**src/rtl/capture_sequencer_if.sv**
```systemverilog
// FIFO and host-read handshake bundle for capture_sequencer.
// The sequencer drives the o_* signals through the master modport; the FIFO
// and host side drive the i_* signals through the slave modport.
interface capture_sequencer_if;
    logic o_fifo_aclr;
    logic o_fifo_wrreq;
    logic o_fifo_rdreq;
    logic o_rd_valid;
    logic i_fifo_full;
    logic i_fifo_empty;
    logic i_rd_req;

    modport master (
        output o_fifo_aclr, o_fifo_wrreq, o_fifo_rdreq, o_rd_valid,
        input  i_fifo_full, i_fifo_empty, i_rd_req
    );

    modport slave (
        input  o_fifo_aclr, o_fifo_wrreq, o_fifo_rdreq, o_rd_valid,
        output i_fifo_full, i_fifo_empty, i_rd_req
    );
endinterface

```
**src/rtl/capture_sequencer.sv**
```systemverilog
// Acquisition controller for the logic analyzer: clears the {time, data}
// FIFO, arms, gates pin-change writes during the trigger window, stops on
// limit / overflow / trigger end, then lets the host drain the FIFO.
// Optional feature: define CAPTURE_TIMEOUT_EN to add an armed-state timeout
// (TIMEOUT_CYC parameter and the sticky o_timeout output).
module capture_sequencer #(
    parameter int CNT_W  = 32,
    parameter int RD_LAT = 1
`ifdef CAPTURE_TIMEOUT_EN
    , parameter int TIMEOUT_CYC = 50000000
`endif
) (
    input  logic                 i_clk,
    input  logic                 i_rst_n,
    input  logic                 i_arm,
    input  logic                 i_abort,
    input  logic                 i_trig,
    input  logic                 i_save,
    input  logic                 i_limit_en,
    input  logic [CNT_W-1:0]     i_limit,
    capture_sequencer_if.master  bus,
    output logic                 o_run,
    output logic                 o_timer_run,
    output logic                 o_done,
    output logic                 o_overflow,
    output logic [2:0]           o_state,
    output logic [CNT_W-1:0]     o_count
`ifdef CAPTURE_TIMEOUT_EN
    , output logic               o_timeout
`endif
);

    typedef enum logic [2:0] {
        IDLE    = 3'd0,
        CLEAR   = 3'd1,
        ARMED   = 3'd2,
        CAPTURE = 3'd3,
        DRAIN   = 3'd4
    } state_t;

    state_t            state_q, state_d;
    logic              arm_q;
    logic              arm_rise;
    logic [CNT_W-1:0]  limit_q;
    logic [CNT_W-1:0]  count_inc;
    logic              limit_hit;
    logic              wr, rd;
    logic              ovf_set;
    logic              tmo_set;
    logic [RD_LAT-1:0] rd_pipe;

    assign arm_rise  = i_arm & ~arm_q;
    // Saturating increment: the counter sticks at all-ones.
    assign count_inc = (o_count == '1) ? o_count : o_count + CNT_W'(1);
    // A latched limit of zero means unlimited.
    assign limit_hit = i_limit_en && (limit_q != '0) && (count_inc == limit_q);

`ifdef CAPTURE_TIMEOUT_EN
    localparam logic [CNT_W-1:0] TMO_LAST = CNT_W'(TIMEOUT_CYC - 1);
    logic [CNT_W-1:0] tmo_cnt;

    // Armed-state cycle counter; held at zero outside ARMED so it restarts on entry.
    always_ff @(posedge i_clk or negedge i_rst_n) begin
        if (!i_rst_n) begin
            tmo_cnt <= '0;
        end else if (state_q == ARMED) begin
            tmo_cnt <= tmo_cnt + CNT_W'(1);
        end else begin
            tmo_cnt <= '0;
        end
    end
`endif

    // Next-state and output decode; abort overrides every other event.
    always_comb begin
        // NOTE: every signal driven here gets a default first so no path can infer a latch.
        state_d     = state_q;
        wr          = 1'b0;
        rd          = 1'b0;
        ovf_set     = 1'b0;
        tmo_set     = 1'b0;
        o_run       = 1'b0;
        o_timer_run = 1'b0;
        o_done      = 1'b0;
        bus.o_fifo_aclr = 1'b0;
        case (state_q)
            IDLE: begin
                if (arm_rise) state_d = CLEAR;
            end
            CLEAR: begin
                bus.o_fifo_aclr = 1'b1;
                state_d         = ARMED;
            end
            ARMED: begin
                o_run = 1'b1;
                if (i_trig) begin
                    state_d = CAPTURE;
                end
`ifdef CAPTURE_TIMEOUT_EN
                else if (tmo_cnt == TMO_LAST) begin
                    state_d = DRAIN;
                    tmo_set = 1'b1;
                end
`endif
            end
            CAPTURE: begin
                o_run       = 1'b1;
                o_timer_run = 1'b1;
                wr          = i_save & ~bus.i_fifo_full;
                if (i_save && bus.i_fifo_full) begin
                    ovf_set = 1'b1;
                    state_d = DRAIN;
                end else if (wr && limit_hit) begin
                    state_d = DRAIN;
                end else if (!i_trig) begin
                    state_d = DRAIN;
                end
            end
            DRAIN: begin
                o_done = 1'b1;
                rd     = bus.i_rd_req & ~bus.i_fifo_empty;
                if (arm_rise) state_d = CLEAR;
            end
            default: state_d = IDLE;
        endcase
        if (i_abort) begin
            state_d = IDLE;
            wr      = 1'b0;
            rd      = 1'b0;
            ovf_set = 1'b0;
            tmo_set = 1'b0;
        end
    end

    assign bus.o_fifo_wrreq = wr;
    assign bus.o_fifo_rdreq = rd;
    assign bus.o_rd_valid   = rd_pipe[RD_LAT-1];
    assign o_state          = state_q;

    // State, arm edge detector, sample counter and sticky flags.
    always_ff @(posedge i_clk or negedge i_rst_n) begin
        if (!i_rst_n) begin
            state_q    <= IDLE;
            arm_q      <= 1'b0;
            limit_q    <= '0;
            o_count    <= '0;
            o_overflow <= 1'b0;
`ifdef CAPTURE_TIMEOUT_EN
            o_timeout  <= 1'b0;
`endif
        end else begin
            // NOTE: non-blocking assignments so every register samples pre-edge values.
            state_q <= state_d;
            arm_q   <= i_arm;
            // CLEAR is only ever entered from an accepted arm edge: start a fresh capture.
            if (state_d == CLEAR) begin
                limit_q    <= i_limit;
                o_count    <= '0;
                o_overflow <= 1'b0;
`ifdef CAPTURE_TIMEOUT_EN
                o_timeout  <= 1'b0;
`endif
            end else begin
                if (wr) o_count <= count_inc;
                if (ovf_set) o_overflow <= 1'b1;
`ifdef CAPTURE_TIMEOUT_EN
                if (tmo_set) o_timeout <= 1'b1;
`endif
            end
        end
    end

`ifndef CAPTURE_TIMEOUT_EN
    logic unused_tmo;
    assign unused_tmo = tmo_set;
`endif

    // Read-valid delay line matching the FIFO q latency; not cleared by abort
    // so reads already issued still deliver their valid pulse.
    if (RD_LAT > 1) begin : g_rd_pipe
        always_ff @(posedge i_clk or negedge i_rst_n) begin
            if (!i_rst_n) rd_pipe <= '0;
            else          rd_pipe <= {rd_pipe[RD_LAT-2:0], rd};
        end
    end else begin : g_rd_single
        always_ff @(posedge i_clk or negedge i_rst_n) begin
            if (!i_rst_n) rd_pipe <= '0;
            else          rd_pipe <= rd;
        end
    end

endmodule

```
**src/flat_wrapper.sv**
```systemverilog
// flat-port wrapper written by rule: the top's interface ports become plain ports
module capture_sequencer_flat 
#(
    parameter int CNT_W  = 32,
    parameter int RD_LAT = 1

)
  (i_clk, i_rst_n, i_arm, i_abort, i_trig, i_save, i_limit_en, i_limit, o_run, o_timer_run, o_done, o_overflow, o_state, o_count, bus_o_fifo_aclr, bus_o_fifo_wrreq, bus_o_fifo_rdreq, bus_o_rd_valid, bus_i_fifo_full, bus_i_fifo_empty, bus_i_rd_req);
  capture_sequencer_if bus_i ();
  input  logic i_clk;
  input  logic i_rst_n;
  input  logic i_arm;
  input  logic i_abort;
  input  logic i_trig;
  input  logic i_save;
  input  logic i_limit_en;
  input  logic [CNT_W-1:0] i_limit;
  output logic o_run;
  output logic o_timer_run;
  output logic o_done;
  output logic o_overflow;
  output logic [2:0] o_state;
  output logic [CNT_W-1:0] o_count;
  output wire logic [$bits(bus_i.o_fifo_aclr)-1:0] bus_o_fifo_aclr;
  output wire logic [$bits(bus_i.o_fifo_wrreq)-1:0] bus_o_fifo_wrreq;
  output wire logic [$bits(bus_i.o_fifo_rdreq)-1:0] bus_o_fifo_rdreq;
  output wire logic [$bits(bus_i.o_rd_valid)-1:0] bus_o_rd_valid;
  input wire logic [$bits(bus_i.i_fifo_full)-1:0] bus_i_fifo_full;
  input wire logic [$bits(bus_i.i_fifo_empty)-1:0] bus_i_fifo_empty;
  input wire logic [$bits(bus_i.i_rd_req)-1:0] bus_i_rd_req;
  assign bus_o_fifo_aclr = bus_i.o_fifo_aclr;
  assign bus_o_fifo_wrreq = bus_i.o_fifo_wrreq;
  assign bus_o_fifo_rdreq = bus_i.o_fifo_rdreq;
  assign bus_o_rd_valid = bus_i.o_rd_valid;
  assign bus_i.i_fifo_full = bus_i_fifo_full;
  assign bus_i.i_fifo_empty = bus_i_fifo_empty;
  assign bus_i.i_rd_req = bus_i_rd_req;
  capture_sequencer #(.CNT_W(CNT_W), .RD_LAT(RD_LAT)) u_core (.i_clk(i_clk), .i_rst_n(i_rst_n), .i_arm(i_arm), .i_abort(i_abort), .i_trig(i_trig), .i_save(i_save), .i_limit_en(i_limit_en), .i_limit(i_limit), .bus(bus_i), .o_run(o_run), .o_timer_run(o_timer_run), .o_done(o_done), .o_overflow(o_overflow), .o_state(o_state), .o_count(o_count));
endmodule
```
**config.mk**
```make
export PLATFORM = sky130hd
export DESIGN_NAME = capture_sequencer_flat
export DESIGN_NICKNAME = d
export VERILOG_FILES = /design/src/rtl/capture_sequencer_if.sv /design/src/rtl/capture_sequencer.sv /design/src/flat_wrapper.sv
export SDC_FILE = /design/constraint.sdc
export NUM_CORES = 1
export LEC_CHECK = 0
export CORE_MARGIN = 1
export CORE_UTILIZATION = 53
export DETAILED_ROUTE_END_ITERATION = 8
export HOLD_SLACK_MARGIN = 0.03
export PLACE_DENSITY = 0.81
export SETUP_SLACK_MARGIN = 0.05
export SYNTH_ARGS = -nofsm -noshare
export SYNTH_HDL_FRONTEND = slang
export SYNTH_SLANG_ARGS = --single-unit
```
**constraint.sdc**
```tcl
create_clock -name i_clk -period 3.7 [get_ports i_clk]
set_input_delay 0.37 -clock i_clk [delete_from_list [all_inputs] [get_ports i_clk]]
set_output_delay 0.37 -clock i_clk [all_outputs]
set_load 0.02 [all_outputs]
```
==> run notes <==
flow finished, numbers: Worst R2R End u_core.o_state[1], TritonRoute pass-1 iters 5, htree depth 3, Worst Hold Class input pin to asynchronous set/reset pin, CP required 3910 ps, CTS hold repair buffers 0, CTS tree built, worst setup path class flop to flop, critical path startpoint category flop, worst-path cell chain and4_1, nand4_1, nor4b_1, mux2i_1, xor2_1, o2111ai_1, or4_1, o211ai_2, a31oi_1, overall overflow remaining after global route 0, synth warn 0, synthesis-to-layout area growth 28.4%, Log Warnings 26, DR WL/cell ~19 um, WL final between 10 and 15 mm, Int Pwr 1.48 mW, Post-Route Setup TNS 0 ps, Critical Path End u_core.o_state[1], leakage power 2.23 nW, Seq share, synth 0.399, PwrDens about 370 mW/mm^2, clk root buf clkbuf_8, slowest cell delay on critical path around 540 ps, DP Wirelength 9.12 mm, DR iter-0 viols around 370, I/O pin cnt 85, Period Utilization, post-route 0.906, ANT cells 0, Max stage delay cell, worst path or4_1, CP Launch Point u_core.o_count[12], CTS buffer count 9, nets 599, Die Ht roughly 93 um, vias in the first global route 3990, cell area after layout between 0.005 and 0.006 sq mm, Placement Cell Area 0.00541 sq mm, Synthesized registers roughly 70, number of synthesized flops with an enable pin 0, FMAX roughly 300 MHz, port bufs approximately 84, PostCTS Resize Cnt 0, Synth top cell by count dfrtp_1, max-cap violation count 0, Synth Cell Area 0.00440 sq mm, Post-CTS Setup Bufs 0, combinational share of power 0.200, clock share of power 0.335, layout cells sized above 1 0.144, switching power share of the total 0.293, Fillers between 600 and 700, Vias between 4000 and 5000, fp util 0.557, Clock Latency Late Sink between 300 and 400 ps, syn nets around 500, RSZ-0062 raised after global routing false, RR Startpoint u_core.o_count[12], Top cells by area dfrtp_1 (40%), xnor2_1 (8.2%), mux2_2 (7.9%), xor2_1 (5.6%), nor2_1 (4.4%), Arrival @ worst endpoint between 3000 and 4000 ps, Die Width 93.1 um, Total GRT Usage 0.309, biggest area consumer among synthesized cells dfrtp_1, maximum fanout along the worst path 10, Final ANT Viol Nets 0, Top-area cell share 0.399, clock buffer depth 2, # Cells Yosys 465, Reg clk slew, reported paths ~80 ps, row count 32, Fin. Hold Viols 0, Worst R2R Setup Slack about 350 ps, Net Sw Power just over 0.6 mW, syn avg cell area roughly 9.5 sq um, Tmin final about 3400 ps, chip area 0.00866 sq mm, Slew @ Worst Pin between 800 and 900 ps, DRC violations left 0, DR vias/cell around 6.2, largest net degree at the start of global routing between 70 and 80, Num Clock Sinks roughly 70, status completed, cell count of the worst reg-to-reg path 9, initial antenna violation count 0, Final Max Tran Viols 0, Peak VDD IR 0.231 mV, Yosys Chip Area between 0.004 and 0.005 sq mm, crit path capture type flop, cells after synthesis around 470, Sequential Power Share 0.465, Post-synth top cells dfrtp_1 (70), nor2_1 (51), xnor2_1 (41), Relative slew margins 0.415, Clock Skew about 17 ps, global-route wire length before repair 20.6 mm, synth unique cells between 50 and 60, ys flop type dfrtp_1, gp weighted congestion around 0.95, ys async rst share 1.00, final setup violation count 0
per-layer routing:
metal  vias to the layer above  GRT usage  routed length [um]
li1                       1859          -                   -
met1                      1987      0.413                5290
met2                       221      0.506                6100
met3                        30     0.0496                1040
met4                         0      0.114                 265
met5                         -          0                   0
state kept, by name, summed over array words and instances, names as in the netlist:
signal,flops
u_core.o_overflow,1
u_core.limit_q,32
u_core.o_state,3
u_core.arm_q,1
u_core.bus.o_rd_valid,1
u_core.o_count,32
area by class of cell:
| type | instances | area [sq um] | area share |
|---|---|---|---|
| Clock buffer | 10 | 138 | 0.0244 |
| Clock inverter | 6 | 85.1 | 0.0151 |
| Inverter | 6 | 22.5 | 0.00399 |
| Multi-Input combinational cell | 364 | 2510 | 0.445 |
| Sequential cell | 70 | 1750 | 0.310 |
| Tap cell | 102 | 128 | 0.0226 |
| Timing Repair Buffer | 105 | 1010 | 0.178 |
logic make-up (layout without fill, tap and decap cells):
group	after synthesis	count (layout)	synth area share
simple gates	205	205	0.250
flops	70	70	0.399
xor+xnor	69	69	0.137
compound gates	55	55	0.0922
mux	34	34	0.0863
buf+inv	31	127	0.0327
fa+ha+maj	1	1	0.00285
power by group through the flow:
stage / registers, mW / clock network, mW / logic (mW)
after floorplan: 0.944 / 0 / 0.275
after global placement: 0.978 / 0 / 0.401
after detailed placement: 0.981 / 0 / 0.412
after CTS: 0.968 / 0.709 / 0.414
after global routing: 0.980 / 0.739 / 0.453
final: 0.971 / 0.699 / 0.417
worst max-delay path, delay by kind of cell (launching register included):
| kind | cells | cell delay [ps] |
|---|---|---|
| muxes | 1 | 350 |
| and+or+nand+nor | 4 | 1720 |
| xor gates and xnor gates | 1 | 170 |
| DFF | 1 | 530 |
| AOI/OAI and AO/OA | 3 | 440 |
layout by cell type (no fill, tap or decap), types with 3 or more instances in the layout:
cell,count
a211oi_1,4
a21oi_1,5
a311oi_1,3
a31oi_1,6
and2_1,8
and3_1,5
and4_1,7
buf_4,20
clkbuf_8,10
clkdlybuf4s50_1,83
dfrtp_1,70
inv_1,6
mux2_2,31
mux2i_1,3
nand2_1,34
nand2b_1,4
nand3_1,22
nand4_1,18
nor2_1,51
nor2b_1,9
nor3_1,11
nor3b_1,5
nor4_1,12
o2111ai_1,5
o21ai_0,9
o22ai_1,3
or2_2,3
or4_1,4
xnor2_1,41
xor2_1,28
stage by stage:
| stage | hold WS, ps | util | total power [mW] | worst slack [ps] | instances |
|---|---|---|---|---|---|
| 3_3_place_gp | 484 | 0.686 | 1.38 | 453 | 647 |
| 3_5_place_dp | 489 | 0.686 | 1.39 | 329 | 647 |
| 4_1_cts | 244 | 0.715 | 2.09 | 300 | 663 |
| 2_1_floorplan | 74.4 | - | 1.22 | 682 | 465 |
| 5_1_grt | 301 | 0.716 | 2.17 | 107 | 663 |
| 6_report | 189 | 0.716 | 2.09 | 349 | 663 |
==> images/placed.png <==
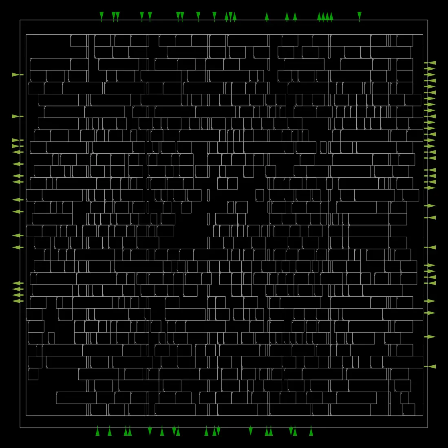
Post-Layout Cell Count: 663
core box area: 0.00789 sq mm

==> images/route_heat.png <==
The die is cut into 19 by 19 equal tiles; black is low, pale yellow is high, scaled to the fullest tile. Values are wire area over tile area, all layers added.
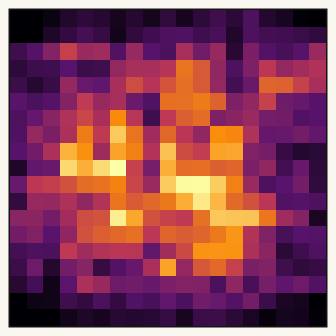
densest ninth of the die: centre
fullest tile: 0.65
tiles over half the peak: 27%

==> images/gates.png <==
The bar under the picture is 20 um long.
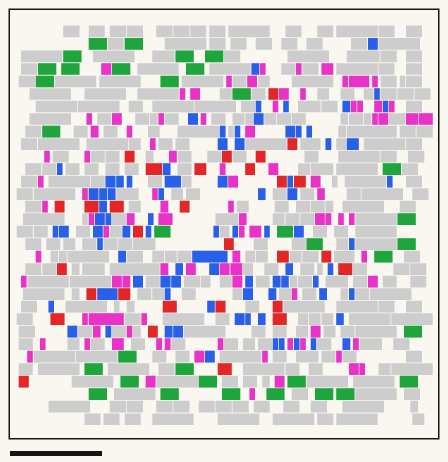
legend:
  nor cells:
    colour: magenta
    cells: 92
  and/or cells:
    colour: red
    cells: 30
  nand cells:
    colour: blue
    cells: 83
  mux cells:
    colour: green
    cells: 34
    where: spread over the die

==> images/closeup.png <==
The bar under the picture is 10 um long. Window x 34 to 59, y 15 to 40 um. Cells in grey, sequential cells in the stronger grey; small squares are vias.
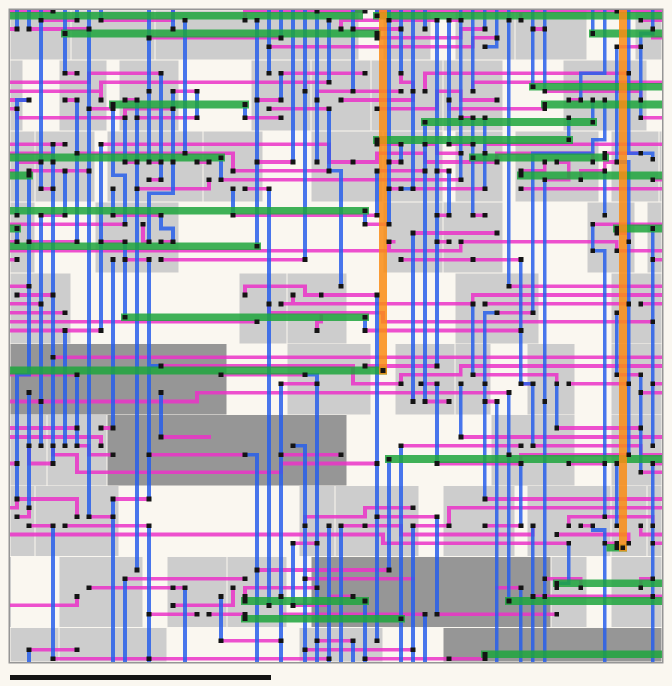
legend:
  M2:
    colour: blue
  M3:
    colour: green
  M4:
    colour: orange
  M1:
    colour: magenta
most frequent: nand3_1 (7), xnor2_1 (6), nand4_1 (5)
cells with their middle in the window: 55
sequential cells in the window: 3
netlist names of flops here include: `u_core.o_count` (2), `u_core.limit_q` (1)

==> images/clock_wires.png <==
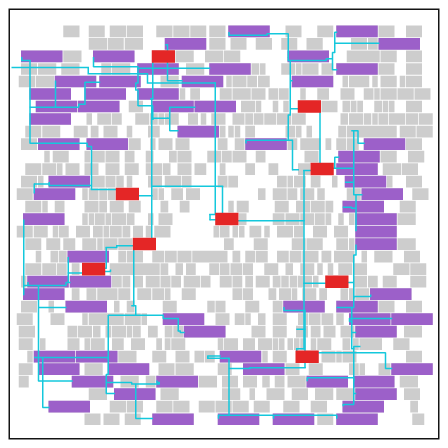
legend:
  clock-net drivers:
    colour: red
    count: 9
  flip-flops:
    colour: purple
    count: 70
  clock wires:
    colour: cyan
    length: 938 um
flops lie: spread over the die

Power figures rest on the tool's default switching activity, not on a simulated workload.
